[config.mk]
export PLATFORM = sky130hd
export DESIGN_NAME = img_op_engine
export DESIGN_NICKNAME = d
export VERILOG_FILES = /design/src/rtl/img_op_pkg.sv /design/src/rtl/pix_alu.sv /design/src/rtl/img_op_engine.sv
export SDC_FILE = /design/constraint.sdc
export NUM_CORES = 2
export LEC_CHECK = 0
export ABC_AREA = 0
export CELL_PAD_IN_SITES_DETAIL_PLACEMENT = 0
export CELL_PAD_IN_SITES_GLOBAL_PLACEMENT = 1
export CORE_ASPECT_RATIO = 1.75
export CORE_MARGIN = 8
export CORE_UTILIZATION = 50
export DETAILED_ROUTE_END_ITERATION = 12
export GPL_TIMING_DRIVEN = 0
export PLACE_DENSITY_LB_ADDON = 0.08
export SETUP_SLACK_MARGIN = 0.3
export SYNTH_ARGS = -nofsm -noshare
export SYNTH_HDL_FRONTEND = slang
export SYNTH_HIERARCHICAL = 1
export SYNTH_SLANG_ARGS = --single-unit
[constraint.sdc]
create_clock -name clk -period 20.2 [get_ports clk]
set_clock_uncertainty 0.05 [all_clocks]
set_input_delay 2.02 -clock clk [delete_from_list [all_inputs] [get_ports clk]]
set_output_delay 2.02 -clock clk [all_outputs]
set_load 0.01 [all_outputs]
[src/rtl/img_op_pkg.sv]
// img_op_pkg: shared constants, opcodes and state type for img_op_engine
package img_op_pkg;
    localparam int IMG_DIM = 8;
    localparam int WIN_DIM = 4;
    localparam int N_OPS   = 15;
    localparam int PIX_W   = 7;
    localparam logic [2:0] ORG_RST = 3'd2;
    localparam logic [2:0] ORG_MAX = 3'(IMG_DIM - WIN_DIM);
    localparam logic [3:0] OP_NOP   = 4'd0;
    localparam logic [3:0] OP_UP    = 4'd1;
    localparam logic [3:0] OP_DOWN  = 4'd2;
    localparam logic [3:0] OP_LEFT  = 4'd3;
    localparam logic [3:0] OP_RIGHT = 4'd4;
    localparam logic [3:0] OP_NEG   = 4'd5;
    localparam logic [3:0] OP_SHR   = 4'd6;
    localparam logic [3:0] OP_FLIP  = 4'd7;
    typedef enum logic [1:0] {IDLE, LOAD, PROC, OUT} state_t;
endpackage

[src/rtl/pix_alu.sv]
// pix_alu: per-pixel saturating negate / floor-halving, pass-through otherwise
//   pix_in  : signed pixel
//   op      : current opcode
//   pix_out : processed pixel
module pix_alu
    import img_op_pkg::*;
(
    input  logic signed [PIX_W-1:0] pix_in,
    input  logic        [3:0]       op,
    output logic signed [PIX_W-1:0] pix_out
);
    localparam logic signed [PIX_W-1:0] PIX_MIN = {1'b1, {(PIX_W-1){1'b0}}};
    localparam logic signed [PIX_W-1:0] PIX_MAX = ~PIX_MIN;
    // most negative value has no positive twin, so it clamps to the max
    always_comb begin
        pix_out = (op == OP_NEG) ? ((pix_in == PIX_MIN) ? PIX_MAX : -pix_in) :
                  (op == OP_SHR) ? (pix_in >>> 1) : pix_in;
    end
endmodule

[src/rtl/img_op_engine.sv]
// img_op_engine: loads an 8x8 image plus 15 opcodes, applies them, emits a 4x4 window
//   clk, rst_n : clock, asynchronous active-low reset
//   in_valid   : 64-cycle pixel burst; in_data signed pixel; op opcode (first 15 cycles)
//   out_valid  : 16-cycle window burst; out_data signed pixel, 0 when idle
module img_op_engine
    import img_op_pkg::*;
(
    input  logic                    clk,
    input  logic                    rst_n,
    input  logic                    in_valid,
    input  logic signed [PIX_W-1:0] in_data,
    input  logic        [3:0]       op,
    output logic                    out_valid,
    output logic signed [PIX_W-1:0] out_data
);
    localparam int N_PIX = IMG_DIM * IMG_DIM;
    state_t                  state;
    logic [5:0]              cnt;
    logic [2:0]              r, c;
    logic signed [PIX_W-1:0] pix [N_PIX];
    logic signed [PIX_W-1:0] nxt [N_PIX];
    logic [3:0]              ops [N_OPS];
    logic [3:0]              cur_op;
    logic [2:0]              wr, wc;
    assign cur_op = (cnt < 6'(N_OPS)) ? ops[cnt[3:0]] : OP_NOP;
    // window walk: cnt[3:2] is the row offset, cnt[1:0] the column offset
    assign wr = r + {1'b0, cnt[3:2]};
    assign wc = c + {1'b0, cnt[1:0]};
    for (genvar i = 0; i < N_PIX; i++) begin : g_pix
        localparam int FLIP_IDX = (i / IMG_DIM) * IMG_DIM + (IMG_DIM - 1 - i % IMG_DIM);
        logic signed [PIX_W-1:0] alu_out;
        pix_alu u_alu (
            .pix_in  (pix[i]),
            .op      (cur_op),
            .pix_out (alu_out)
        );
        assign nxt[i] = (cur_op == OP_FLIP) ? pix[FLIP_IDX] : alu_out;
    end
    always_ff @(posedge clk or negedge rst_n) begin
        if (!rst_n) begin
            state     <= IDLE;
            cnt       <= '0;
            r         <= ORG_RST;
            c         <= ORG_RST;
            out_valid <= 1'b0;
            out_data  <= '0;
            for (int i = 0; i < N_PIX; i++) pix[i] <= '0;
            for (int i = 0; i < N_OPS; i++) ops[i] <= '0;
        end else begin
            out_valid <= (state == OUT);
            out_data  <= (state == OUT) ? pix[{wr, wc}] : '0;
            case (state)
                IDLE: if (in_valid) begin
                    pix[0] <= in_data;
                    ops[0] <= op;
                    cnt    <= 6'd1;
                    r      <= ORG_RST;
                    c      <= ORG_RST;
                    state  <= LOAD;
                end
                LOAD: if (in_valid) begin
                    pix[cnt] <= in_data;
                    if (cnt < 6'(N_OPS)) ops[cnt[3:0]] <= op;
                    // cnt wraps to 0 after the last sample, ready to index opcodes
                    cnt <= cnt + 6'd1;
                    if (cnt == 6'(N_PIX - 1)) state <= PROC;
                end
                PROC: begin
                    for (int i = 0; i < N_PIX; i++) pix[i] <= nxt[i];
                    r <= (cur_op == OP_UP    && r != 3'd0)    ? r - 3'd1 :
                         (cur_op == OP_DOWN  && r != ORG_MAX) ? r + 3'd1 : r;
                    c <= (cur_op == OP_LEFT  && c != 3'd0)    ? c - 3'd1 :
                         (cur_op == OP_RIGHT && c != ORG_MAX) ? c + 3'd1 : c;
                    cnt <= cnt + 6'd1;
                    if (cnt == 6'(N_OPS - 1)) begin
                        cnt   <= '0;
                        state <= OUT;
                    end
                end
                OUT: begin
                    cnt <= cnt + 6'd1;
                    if (cnt == 6'(WIN_DIM * WIN_DIM - 1)) begin
                        cnt   <= '0;
                        state <= IDLE;
                    end
                end
                default: state <= IDLE;
            endcase
        end
    end
endmodule

==> results.toml <==
# physical design summary
[outcome]
status = "complete, but fails checks"
violations = "capacitance limit, slew limit"

[synth]
yosysChipArea_um2 = 53600
topCombFamilyByArea = "AND-OR/OR-AND gates"
syn-instance-count = 6227
syn_area_um2 = 53600
ys_sh_simple_pct = 30.1
xor_share_pct = 0.0980
ff_type = "dfrtp_1"
ys_seq_share_pct = 24.7
mux_share_pct = 8.04
synth.avg_cell_area_um2 = 8.61
netlist.area_leader.share_pct = 24.6
ys_sh_aoi_pct = 30.2
topCellsByArea = "dfrtp_1, nor3_1, o41ai_2, mux4_2, nand2_1"

[timing]
rsz0062_at_grt = "false"
setup_tns_ps = 0
drv_slew = 73
whs_ps = 455
setup_viol_count_final = 0

[setup_path]
setup.worst_path.class = "primary input to register"
crit_family = "buffers and inverters"
crit_path_max_incr_delay_ps = 1270
cp_num_buf_inv = 3
r2r-end = "out_data[6]$_DFF_PN0_"
crit_required_ps = 20750
cp_num_cells = 7

[clock_network]
cts_buffers = 59
clkTransAtPathRegs_ps = 70
cts_sinks = 530
root_buffer = "clkbuf_16"
ctsHtreeMaxLevel = 2

[detailed_routing]
wl_met1_um = 88000
drt-pass1-iter-count = 8
post_drt_via_cell_ratio = 7.60
vias = 59100

[floorplanning]
die_h_um = 449
initial_utilization_pct = 50.2
die_w_um = 264

[final_layout]
fin_cells = 7776
nFillCells = 10100
mi_logic_area_um2 = 37700
seq_share_pct = 22.7
syn2layout_area_growth_pct = 8.79
largest_register_ff_count = 448
regMostFlops = "pix"

[global_routing]
grt_use_met3_pct = 11.8
met2_usage_pct = 68.6
antenna_found_initial = 17
grt.busiest_layer = "met2"
track_usage_pct = 42.9

[run]
maxCapViolCount = 8
Placed cells, one colour a class:
Fill, decap, tap and diode cells in grey.
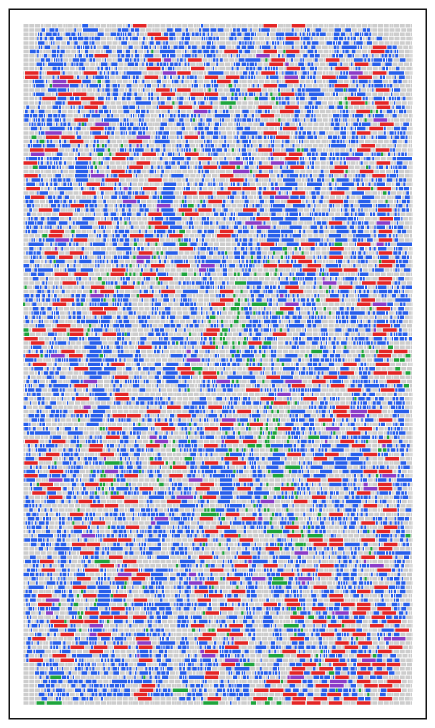
| colour | class | cells |
|---|---|---|
| green | remaining buffers and delay cells | 415 |
| blue | combinational and other logic | 5331 |
| purple | clock drivers and dummy loads | 110 |
| red | sequential cells | 530 |
Core Region: 107000 um^2
final instance area: 58400 um^2
post-layout util: 54.6%
Core Rows: 159

Nets reached from selected ports:
Scale bar: 100 um.
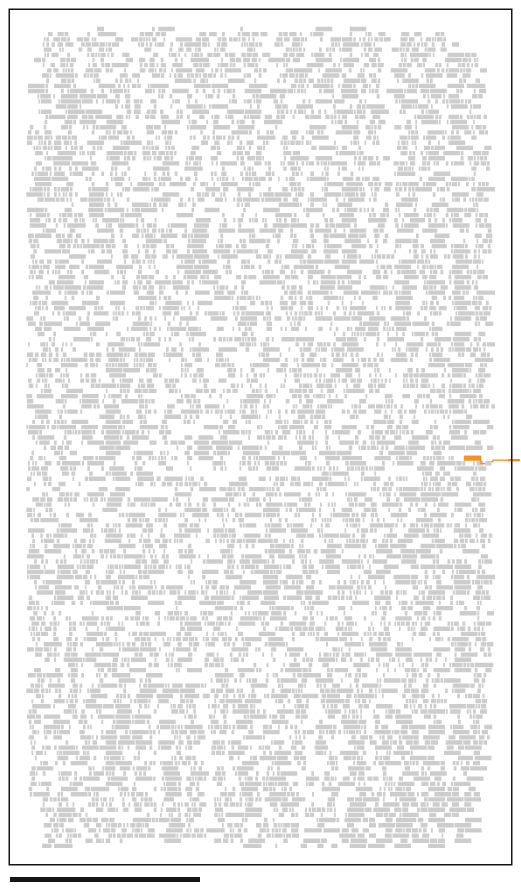
| colour | port | bits | direction | edge | end cells | buffers | wire |
|---|---|---|---|---|---|---|---|
| orange | out_valid | 1 | output | right | 1 | 1 | 15.1 um |
I/O pins: 22
# port buffers: 19

